## src/rtl/regfile_pkg.sv

```systemverilog
// regfile_pkg: shared state enum and default geometry for the register file.
package regfile_pkg;
  typedef enum logic {CLEAR, RUN} state_e;
  localparam int XLEN = 32;
  localparam int NREGS = 32;
  localparam int REG_AW = 5;
  localparam int X0 = 0;
endpackage

```

## src/rtl/reg_scoreboard.sv

```systemverilog
// reg_scoreboard: per-register pending bits with alloc-over-write priority and
// per-port busy lookup masked by a same-cycle write.
import regfile_pkg::*;
module reg_scoreboard #(
  parameter int DEPTH = NREGS,
  parameter int AW = REG_AW,
  parameter int NRD = 2
) (
  input  logic            clk,
  input  logic            rst_n,
  input  logic            i_run,
  input  logic            i_we,
  input  logic [AW-1:0]   i_wa,
  input  logic            i_alloc_en,
  input  logic [AW-1:0]   i_alloc_addr,
  input  logic [NRD*AW-1:0] i_ra,
  output logic [NRD-1:0]  o_busy
);
  logic [DEPTH-1:0] r_pend;
  logic [DEPTH-1:0] w_set;
  logic [DEPTH-1:0] w_clr;
  // Bit 0 can never be set, so x0 reads are never busy without an extra term.
  assign w_set = (i_run && i_alloc_en && i_alloc_addr != AW'(X0)) ? DEPTH'(1) << i_alloc_addr : '0;
  assign w_clr = (i_run && i_we && i_wa != AW'(X0)) ? DEPTH'(1) << i_wa : '0;
  always_ff @(posedge clk or negedge rst_n)
    if (!rst_n) r_pend <= '0;
    else r_pend <= (r_pend & ~w_clr) | w_set;
  for (genvar i = 0; i < NRD; i++) begin : g_port
    logic [AW-1:0] w_a;
    assign w_a = i_ra[i*AW +: AW];
    assign o_busy[i] = i_run && r_pend[w_a] && !(i_we && i_wa == w_a);
  end
endmodule

```

## src/rtl/regfile_mp.sv

```systemverilog
// regfile_mp: multi-read-port integer register file with sequential clear,
// write-to-read bypass, hardwired x0 and a pending scoreboard.
import regfile_pkg::*;
module regfile_mp #(
  parameter int W = XLEN,
  parameter int DEPTH = NREGS,
  parameter int AW = REG_AW,
  parameter int NRD = 2
) (
  input  logic              clk,
  input  logic              rst_n,
  output logic              ready,
  input  logic              we,
  input  logic [AW-1:0]     wa,
  input  logic [W-1:0]      wd,
  input  logic              alloc_en,
  input  logic [AW-1:0]     alloc_addr,
  input  logic [NRD*AW-1:0] ra,
  output logic [NRD*W-1:0]  rd,
  output logic [NRD-1:0]    rbusy
);
  state_e        r_state;
  state_e        w_state_nxt;
  logic [AW-1:0] r_idx;
  logic          w_run;
  logic [W-1:0]  r_mem [DEPTH];
  always_ff @(posedge clk or negedge rst_n)
    if (!rst_n) begin
      r_state <= CLEAR;
      r_idx <= AW'(1);
    end else begin
      r_state <= w_state_nxt;
      if (r_state == CLEAR) r_idx <= r_idx + AW'(1);
    end
  always_comb w_state_nxt = (r_state == CLEAR && r_idx == AW'(DEPTH-1)) ? RUN : r_state;
  always_comb begin
    w_run = (r_state == RUN);
    ready = w_run;
  end
  // Entry 0 is never stored; the read mux supplies its zero.
  always_ff @(posedge clk)
    if (!w_run) r_mem[r_idx] <= '0;
    else if (we && wa != AW'(X0)) r_mem[wa] <= wd;
  for (genvar i = 0; i < NRD; i++) begin : g_rd
    logic [AW-1:0] w_a;
    assign w_a = ra[i*AW +: AW];
    assign rd[i*W +: W] = (!w_run || w_a == AW'(X0)) ? '0 : (we && wa == w_a) ? wd : r_mem[w_a];
  end
  reg_scoreboard #(.DEPTH(DEPTH), .AW(AW), .NRD(NRD)) u_sb (
    .clk(clk),
    .rst_n(rst_n),
    .i_run(w_run),
    .i_we(we),
    .i_wa(wa),
    .i_alloc_en(alloc_en),
    .i_alloc_addr(alloc_addr),
    .i_ra(ra),
    .o_busy(rbusy)
  );
endmodule

```

## config.mk

```make
export PLATFORM = sky130hd
export DESIGN_NAME = regfile_mp
export DESIGN_NICKNAME = d
export VERILOG_FILES = /design/src/rtl/regfile_pkg.sv /design/src/rtl/reg_scoreboard.sv /design/src/rtl/regfile_mp.sv
export SDC_FILE = /design/constraint.sdc
export NUM_CORES = 1
export LEC_CHECK = 0
export CAP_MARGIN = 20
export CORE_MARGIN = 2
export CORE_UTILIZATION = 25
export CTS_CLUSTER_SIZE = 20
export DETAILED_ROUTE_END_ITERATION = 8
export GPL_TIMING_DRIVEN = 0
export PLACE_DENSITY = 0.39
export REMOVE_ABC_BUFFERS = 1
export SLEW_MARGIN = 20
export SYNTH_ARGS = -nofsm -noshare
export SYNTH_HDL_FRONTEND = slang
export SYNTH_SLANG_ARGS = --single-unit
```

## constraint.sdc

```tcl
create_clock -name clk -period 8.1 [get_ports clk]
set_input_delay 2.025 -clock clk [delete_from_list [all_inputs] [get_ports clk]]
set_output_delay 2.025 -clock clk [all_outputs]
set_load 0.05 [all_outputs]
```

Figure 1. Metal 1.
Bar = 100 um.
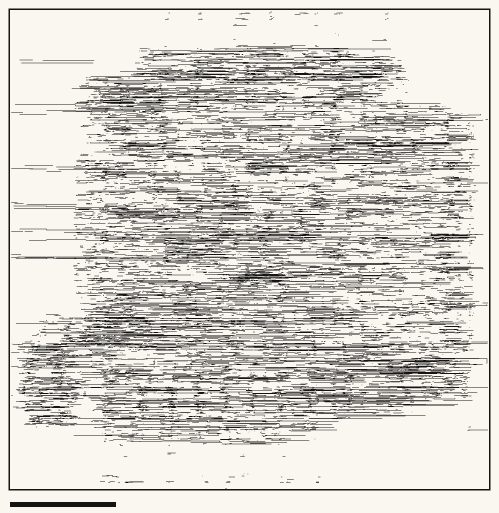
The layer holds 45% of the routed length. The longest straight run is 84.2 um.
Routed Wire Length: 178000 um
total number of vias: 30400

==> qor.yml <==
yosys.area.top_type_share_pct: 60.8
power_leader: "registers"
maxCapViolCount: 0
grt_use_met1_pct: 23.6
drive_above_1_share_pct: 24.6
path_depth: 8
final_max_slew_viol_count: 0
skew_ns: 0.0206
combPwrFrac_pct: 10.6
warnings: 26
root_buffer: "clkbuf_16"
reg2reg_depth: 7
grt-busiest-layer: "met2"
synth-xor-area-share_pct: 0.225
synth_top_cell_by_count: "edfxtp_1"
hold_buffers: 0
p_clk_share_pct: 43.1
die_x_um: 454
simple_gate_area_share_pct: 3.13
ys_cells: 2939
flop_cell: "edfxtp_1"
ys_types: 54
reg2reg_to: "r_mem[16][27]$_DFFE_PP_"
drc: 0
slowest_delay_ns: 0.87
clkSinkCount: 1062
wl_met2_um: 84000
wl_met1_um: 80200
cts_buffers: 121
topCellsByArea: "edfxtp_1 61%, mux4_2 17%, mux2i_1 6.3%"
finalHoldViolCount: 0
r2r-start: "ready$_DFFE_PN0P_"
yosys_register_bits: 1062
grt_use_met3_pct: 2.72
cts_buffer_depth: 3
grt_usage_pct: 17.0
pwr_density_cell_nw_per_um2: 213
critPathSlowestCell: "a2111oi_0"
drtIter0Drc: 2730
cp-end-kind: "primary output"
finalClockPeriodUsage_pct: 97.4
ys_sh_adder_pct: 0.0495
synth.largest_area_cell: "edfxtp_1"
crit_start: "ra[5]"
status: "finished clean"
antenna_left: 0
utilization_pct: 30.6
place_ws_ns: -0.153
fmax_mhz: 127
path_class: "input port to primary output"
ir_drop_v: 0.000166
hold_class: "flop to flop"
grt_pass1_wl_um: 247000
grt_pass1_vias: 31700
row_count: 165
critPathMostFrequentCell: "buf_16"
fp_util_pct: 25.1
portBuffers: 122
cts_setup_buffers: 0
vias_per_cell: 5.20
sequentialPower_uw: 6080
p_clk_uw: 5650
startpoint_type: "input port"
r2r_setup_slack_ns: 4.44
hold_start: "u_sb.r_pend[0]$_DFF_PN0_"
seq_power_share_pct: 46.3
power.switching_uw: 3200
clkTransAtPathRegs_ns: 0.06
htreeDepth: 3
finalSetupViolations: 0
antenna_found_initial: 8
post-dp-hpwl_um: 116000
worstPathRequired_ns: 6.08
num_io_pins: 123
period_needed_ns: 7.89
syn_area_um2: 50600
grt-ovfl-total: 0
crit_chain: "buf_8 > buf_16 > buf_16 > mux4_2 > a22o_1 > a2111oi_0 > a2111oi_2 > clkdlybuf4s50_1"
crit_buf_inv: 4
gp_congestion: 0.704
die_height_um: 454
min_path_cells: 0
timing.setup.tns_ns: 0
tightest_slew_ns: 1.10
die_area_um2: 206000
final_layout_top_logic_cells: "1024 x edfxtp_1, 375 x mux4_2, 318 x mux2i_1, 157 x a221oi_1, 124 x clkbuf_16"
Figure 2. M2 wires.
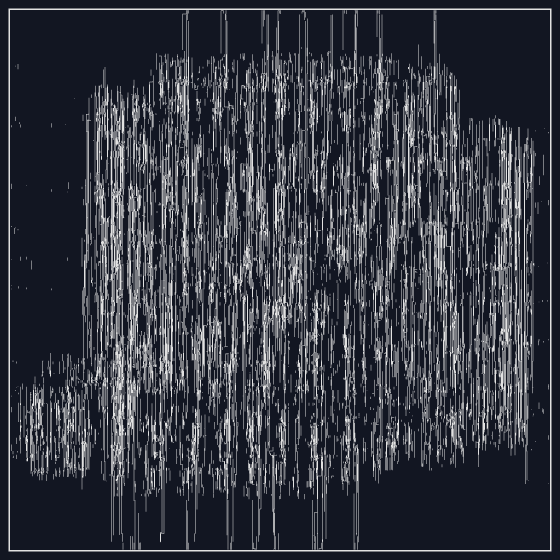
2800 nets have wire on it. The wires run mostly vertical. The longest straight run is 245 um.
GRT met2 Usage: 27.6%

-- through the flow --
stage               area, um^2  cells  power [uW]  hold slack [ns]
finish                   61700   5852       13100            0.400
global placement         53900   5485        8030            0.390
floorplan                49400   2691        6860            0.365
detailed placement       57500   5617        7590            0.384
CTS                      61500   5845       13300            0.398
global route             61700   5852       13500            0.434
-- final cells by class --
cell class / count / area (um^2)
fillers: 19500 / 140000
flip-flops and latches: 1062 / 31700
multi-input cells: 1622 / 18000
repair buffers: 261 / 4520
well taps: 2672 / 3340
clock buffers: 147 / 3190
clock inverters: 79 / 837
inverters: 8 / 40.0
diodes: 1 / 2.50
-- state kept, by name (all words and copies together), names as in the netlist --
signal	cells
r_idx	5
r_mem	1024
ready	1
u_sb.r_pend	32
Power is estimated from default activity; no workload was simulated.
